==> config.mk <==
export PLATFORM = sky130hd
export DESIGN_NAME = mc_control_fsm
export DESIGN_NICKNAME = d
export VERILOG_FILES = /design/src/rtl/mc_control_fsm.sv
export SDC_FILE = /design/constraint.sdc
export NUM_CORES = 1
export LEC_CHECK = 0
export ABC_AREA = 1
export CORE_AREA = 4 4 105 107
export CTS_CLUSTER_DIAMETER = 200
export DETAILED_ROUTE_END_ITERATION = 8
export DIE_AREA = 0 0 109 111
export GPL_ROUTABILITY_DRIVEN = 0
export SYNTH_ARGS = -nofsm -noshare
export SYNTH_HDL_FRONTEND = slang
export SYNTH_SLANG_ARGS = --single-unit
==> constraint.sdc <==
create_clock -name clk -period 1.5 [get_ports clk]
set_input_delay 0.3 -clock clk [delete_from_list [all_inputs] [get_ports clk]]
set_output_delay 0.3 -clock clk [all_outputs]
set_load 0.05 [all_outputs]
==> run_1/sizing.png <==
Bar = 20 um.
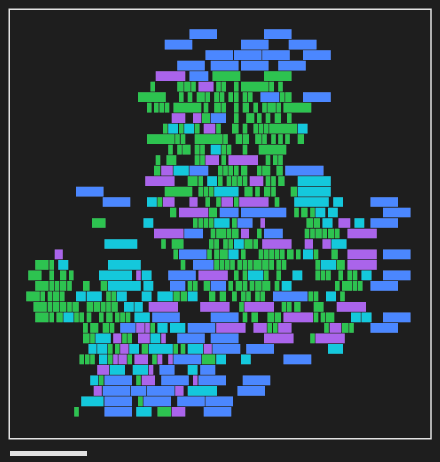
| size | colour | cells |
|---|---|---|
| x2 | purple | 58 |
| x1 and smaller | green | 303 |
| x3 and x4 | cyan | 67 |
| x6 and larger | blue | 66 |
Area growth syn-to-layout: 87.0%
Signal buffers: 106
post-route cell area: 4300 um^2
Worst Setup Slack, final: -237 ps

==> run_1/placed.png <==
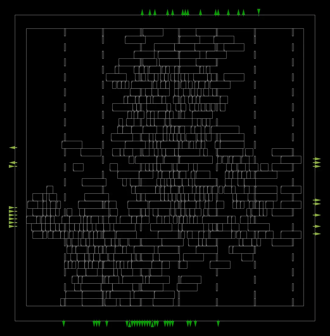
fraction of area in registers: 17.8%
TAP cells: 136
Non-Filler Instances: 630

==> run_1/ff_map.png <==
Bar = 20 um.
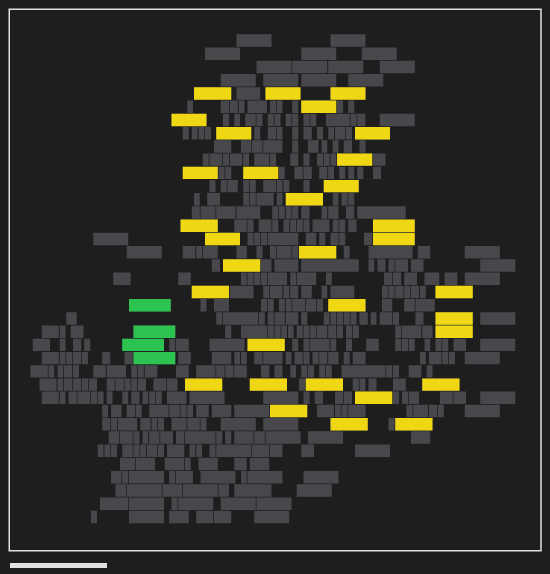
| name in the netlist | colour | flops |
|---|---|---|
| state | green | 4 |
| instret | yellow | 32 |
final core utilization: 42.4%
seq pwr: 0.967 mW
FF/Latch Area: 767 um^2

==> metrics.yaml, run 1 <==
placement:
  place_inst: 604
  placed_area_um2: 3800
synth:
  largest_area_cell: "dfxtp_1"
  synth_async_sr_flop_share_pct: 0
  netlist_area_um2: 2300
  mux_share_pct: 0
  ys_top_cells_by_count: "96 x nand2_1, 71 x nor2_1, 66 x inv_1"
  synth_warnings: 0
  compound_area_share_pct: 10.5
  synth_flops: 36
  simple_gate_area_share_pct: 43.4
  flop_cell: "dfxtp_1"
  synthDistinctLibCells: 29
  ys_cells: 389
  syn_avg_cell_area_um2: 5.91
  synth_cells: 389
global_routing:
  grt_max_degree: 17
  grt_busiest_layer: "met2"
  use_met3_pct: 1.92
  met1_usage_pct: 14.0
  grt_pass1_wl_mm: 11.9
  grt_pass1_vias: 2557
worst_setup_path:
  r2r_cells: 9
  cp.depth: 7
  cp_max_fo: 5
  cpMostUsedCell: "inv_4"
  critPathRequiredTime_ps: 1200
  cp_slowest_cell: "dfxtp_4"
  crit_family: "buffers and inverters"
  cp.arrival_ps: 1440
  crit_type: "reg2out"
  end_kind: "primary output"
  r2r_slack_ps: -170
  worst_setup_path_start_kind: "register"
detailed_routing:
  wl_per_cell_um: 11.7
  top_layer_used: "met4"
  met2_wirelength_mm: 3.99
  drt-vias-per-instance: 4.42
  first_iter_violations: 132
  drt-total-wl_mm: 7.34
  met1Wirelength_mm: 2.86
  num_vias: 2782
  drcViolationCount: 0
cells_and_area:
  largest_reg_flops: 32
  layout_top_cells: "86 x nand2_1, 62 x nor2_1, 56 x inv_1"
  layout.cells.most_common: "nand2_1"
  biggestCellCategory: "buffers"
  buffer_area_share_pct: 35.3
  comb_area_um2: 1480
  logic_gate_count: 275
  comb_area_share_pct: 34.5
  n_fill_cell: 977
floorplan:
  fp.coreArea_um2: 10100
  io_pins: 58
  die_w_um: 109
  row_count: 37
pwr:
  p_leak_nw: 1.86
  internal-power_mw: 1.49
  p_total_mw: 2.05
  swShare_pct: 27.4
  combPwrFrac_pct: 17.6
worst_hold_path:
  holdPathStages: 2
status:
  violations: "setup timing"
  status: "complete, but fails checks"
flow_run:
  tool_warnings: 29
timing:
  report.final.setup_viol: 45
  whs_ps: 530
  setup_ws_ps: -237
  rsz0062_at_grt: "yes"
  finalClockSkew_ps: 4.40
clock_tree:
  clock_sinks: 36
  cts_tree: "built"
  htree_levels: 2
-- run 1: what timing repair did --
action / CTS / global route
gates cloned: 2 / 1
setup buffers: 7 / 10
pin swaps: 9 / 14
gates resized: 36 / 37
setup endpoints to repair: 17 / 48
-- run 1: power by group through the flow --
| stage | Combinational (mW) | Clock (mW) | Sequential, mW |
|---|---|---|---|
| floorplan | 0.178 | 0 | 0.989 |
| global placement | 0.317 | 0 | 0.987 |
| detailed placement | 0.321 | 0 | 0.988 |
| CTS | 0.342 | 0.735 | 0.967 |
| global route | 0.383 | 0.767 | 0.968 |
| finish | 0.359 | 0.720 | 0.967 |
-- run 1: logic make-up after synthesis --
| family | after synthesis |
|---|---|
| buf+inv | 78 |
| xor+xnor | 1 |
| simple gates | 229 |
| fa+ha+maj | 1 |
| flops | 36 |
| compound gates | 43 |
| other cells | 1 |
==> run_1/clock_wires.png <==
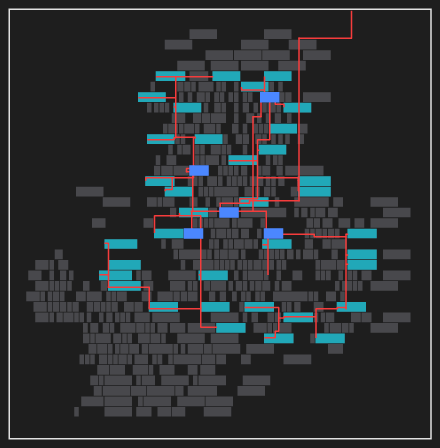

--- run 2 (diff from run 1) ---
- CORE_AREA: 4 4 105 107 -> 4 4 74 76
- DIE_AREA: 0 0 109 111 -> 0 0 78 80
- PLACE_DENSITY: unset -> 0.78
- clock period: 1.5 -> 1.8 ns (I/O delays scaled with it)
==> run_2/clock_wires.png <==
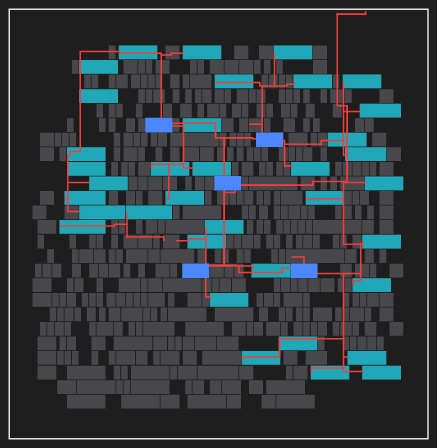
[clock-net drivers] blue | count: 5
[clock wires] red | length: 472 um
[flip-flops] cyan | count: 36
flops lie: all over the die
routed clock nets: 6
clk_skew: 9.61 ps
clock group power: 0.741 mW
share of power burned in the clock network: 40.3%
Clk Latency, worst-skew pair: 300 ps

==> run_2/placed.png <==
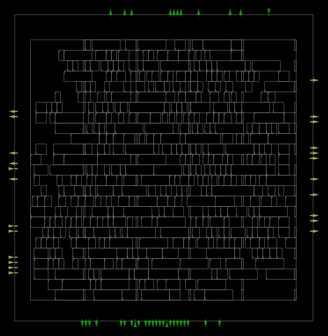
Fillers: 390
Non-Filler Instances: 533
flip-flops: 36

==> run_2/sizing.png <==
Bar = 20 um.
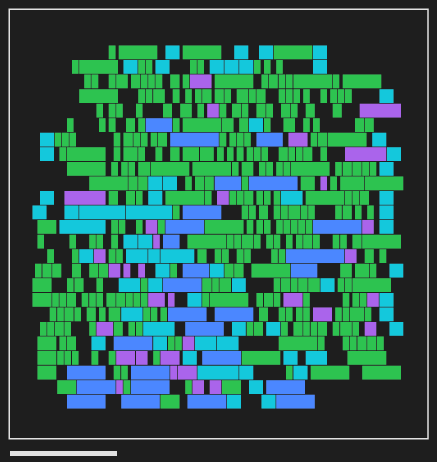
Worst Setup Slack, final: -18.1 ps
Signal buffers: 78
Area growth syn-to-layout: 49.5%

==> metrics.yaml, run 2 <==
cells_and_area:
  finish.instance_area_um2: 3440
  regArea_um2: 736
  comb_area_share_pct: 39.8
  comb_area_um2: 1370
  layout.cells.most_common: "nand2_1"
  drive_gt1_share_pct: 26.4
  layout_top_cells: "91 x nand2_1, 65 x nor2_1, 61 x inv_1"
  seqAreaFraction_pct: 21.4
  largest_reg_flops: 32
  final_util_pct: 72.7
  area_share_clock_buf_inv_pct: 3.35
  buffer_area_share_pct: 25.4
  logic_gate_count: 275
  clkbuf_count: 5
  biggestCellCategory: "logic gates"
worst_setup_path:
  critPathRequiredTime_ps: 1440
  end_kind: "primary output"
  cp.arrival_ps: 1460
  r2r_slack_ps: 20
  r2r_cells: 12
  worst_setup_path_start_kind: "register"
  cp_max_fo: 5
  crit_type: "reg2out"
synth:
  synth_warnings: 0
  synth_flops: 36
  ys_top_cells_by_count: "96 x nand2_1, 71 x nor2_1, 66 x inv_1"
  synthDistinctLibCells: 29
  synth_async_sr_flop_share_pct: 0
  flop_cell: "dfxtp_1"
  largest_area_cell: "dfxtp_1"
  netlist_area_um2: 2300
  syn_avg_cell_area_um2: 5.91
  mux_share_pct: 0
  simple_gate_area_share_pct: 43.4
  ys_sh_xor_pct: 0.381
  ys_cells: 389
  compound_area_share_pct: 10.5
  synth_cells: 389
  logic_family: "simple AND/OR/NAND/NOR gates"
clock_tree:
  cts_setup_buffers: 9
  clock_sinks: 36
  cts_resized: 18
  cts_tree: "built"
  htree_levels: 2
  clock_path_buffers: 2
detailed_routing:
  wl_per_cell_um: 12.1
  ant_nets: 0
  drt-total-wl_mm: 6.42
  drt-vias-per-instance: 4.99
  drcViolationCount: 0
  num_vias: 2658
  first_iter_violations: 179
timing:
  whs_ps: 483
  setup_ws_ps: -18.1
  report.final.setup_viol: 1
  slew_violations: 0
  rsz0062_at_grt: "yes"
  hold_violations: 0
pwr:
  p_seq_mw: 0.809
  p_comb_mw: 0.288
  internal-power_mw: 1.34
  combPwrFrac_pct: 15.7
  powerDensity_nw_per_um2: 535
  swShare_pct: 27.0
  maxPowerGroup: "registers"
  p_total_mw: 1.84
  p_leak_nw: 1.53
floorplan:
  fp.coreArea_um2: 4720
  io_pins: 58
  row_count: 25
  well_tap_count: 67
  die_w_um: 78
placement:
  place_inst: 511
  dpl.hpwl_mm: 4.57
  port_buffers: 56
  placed_area_um2: 3070
worst_hold_path:
  holdPathStages: 1
flow_run:
  tool_warnings: 28
global_routing:
  grt_max_degree: 30
  grt_pass1_wl_mm: 10.3
  grt_pass1_vias: 2346
status:
  violations: "setup timing"
  status: "complete, but fails checks"
==> run 2: metal layers <==
layer | routed length, um | vias to the layer above | global-route usage [%]
met4 | 90 | 0 | 4.72
li1 | - | 1372 | -
met5 | 0 | - | 0
met1 | 2660 | 1190 | 24.6
met3 | 369 | 8 | 3.50
met2 | 3300 | 88 | 37.6
==> run 2: worst max-delay path: stages (launching register included) <==
cell	delay (ps)
dfxtp_4	360
buf_4	140
nor2_4	190
inv_1	100
nor2_1	200
buf_12	170
==> run 2: cells by family after synthesis <==
logic type | Yosys count
XOR/XNOR | 1
AND-OR/OR-AND | 43
AND/OR/NAND/NOR | 229
other | 1
flip-flops | 36
buffers and inverters | 78
adder cells (fa/ha/maj) | 1
No activity file was given, so power comes from the tool's default toggle rates.
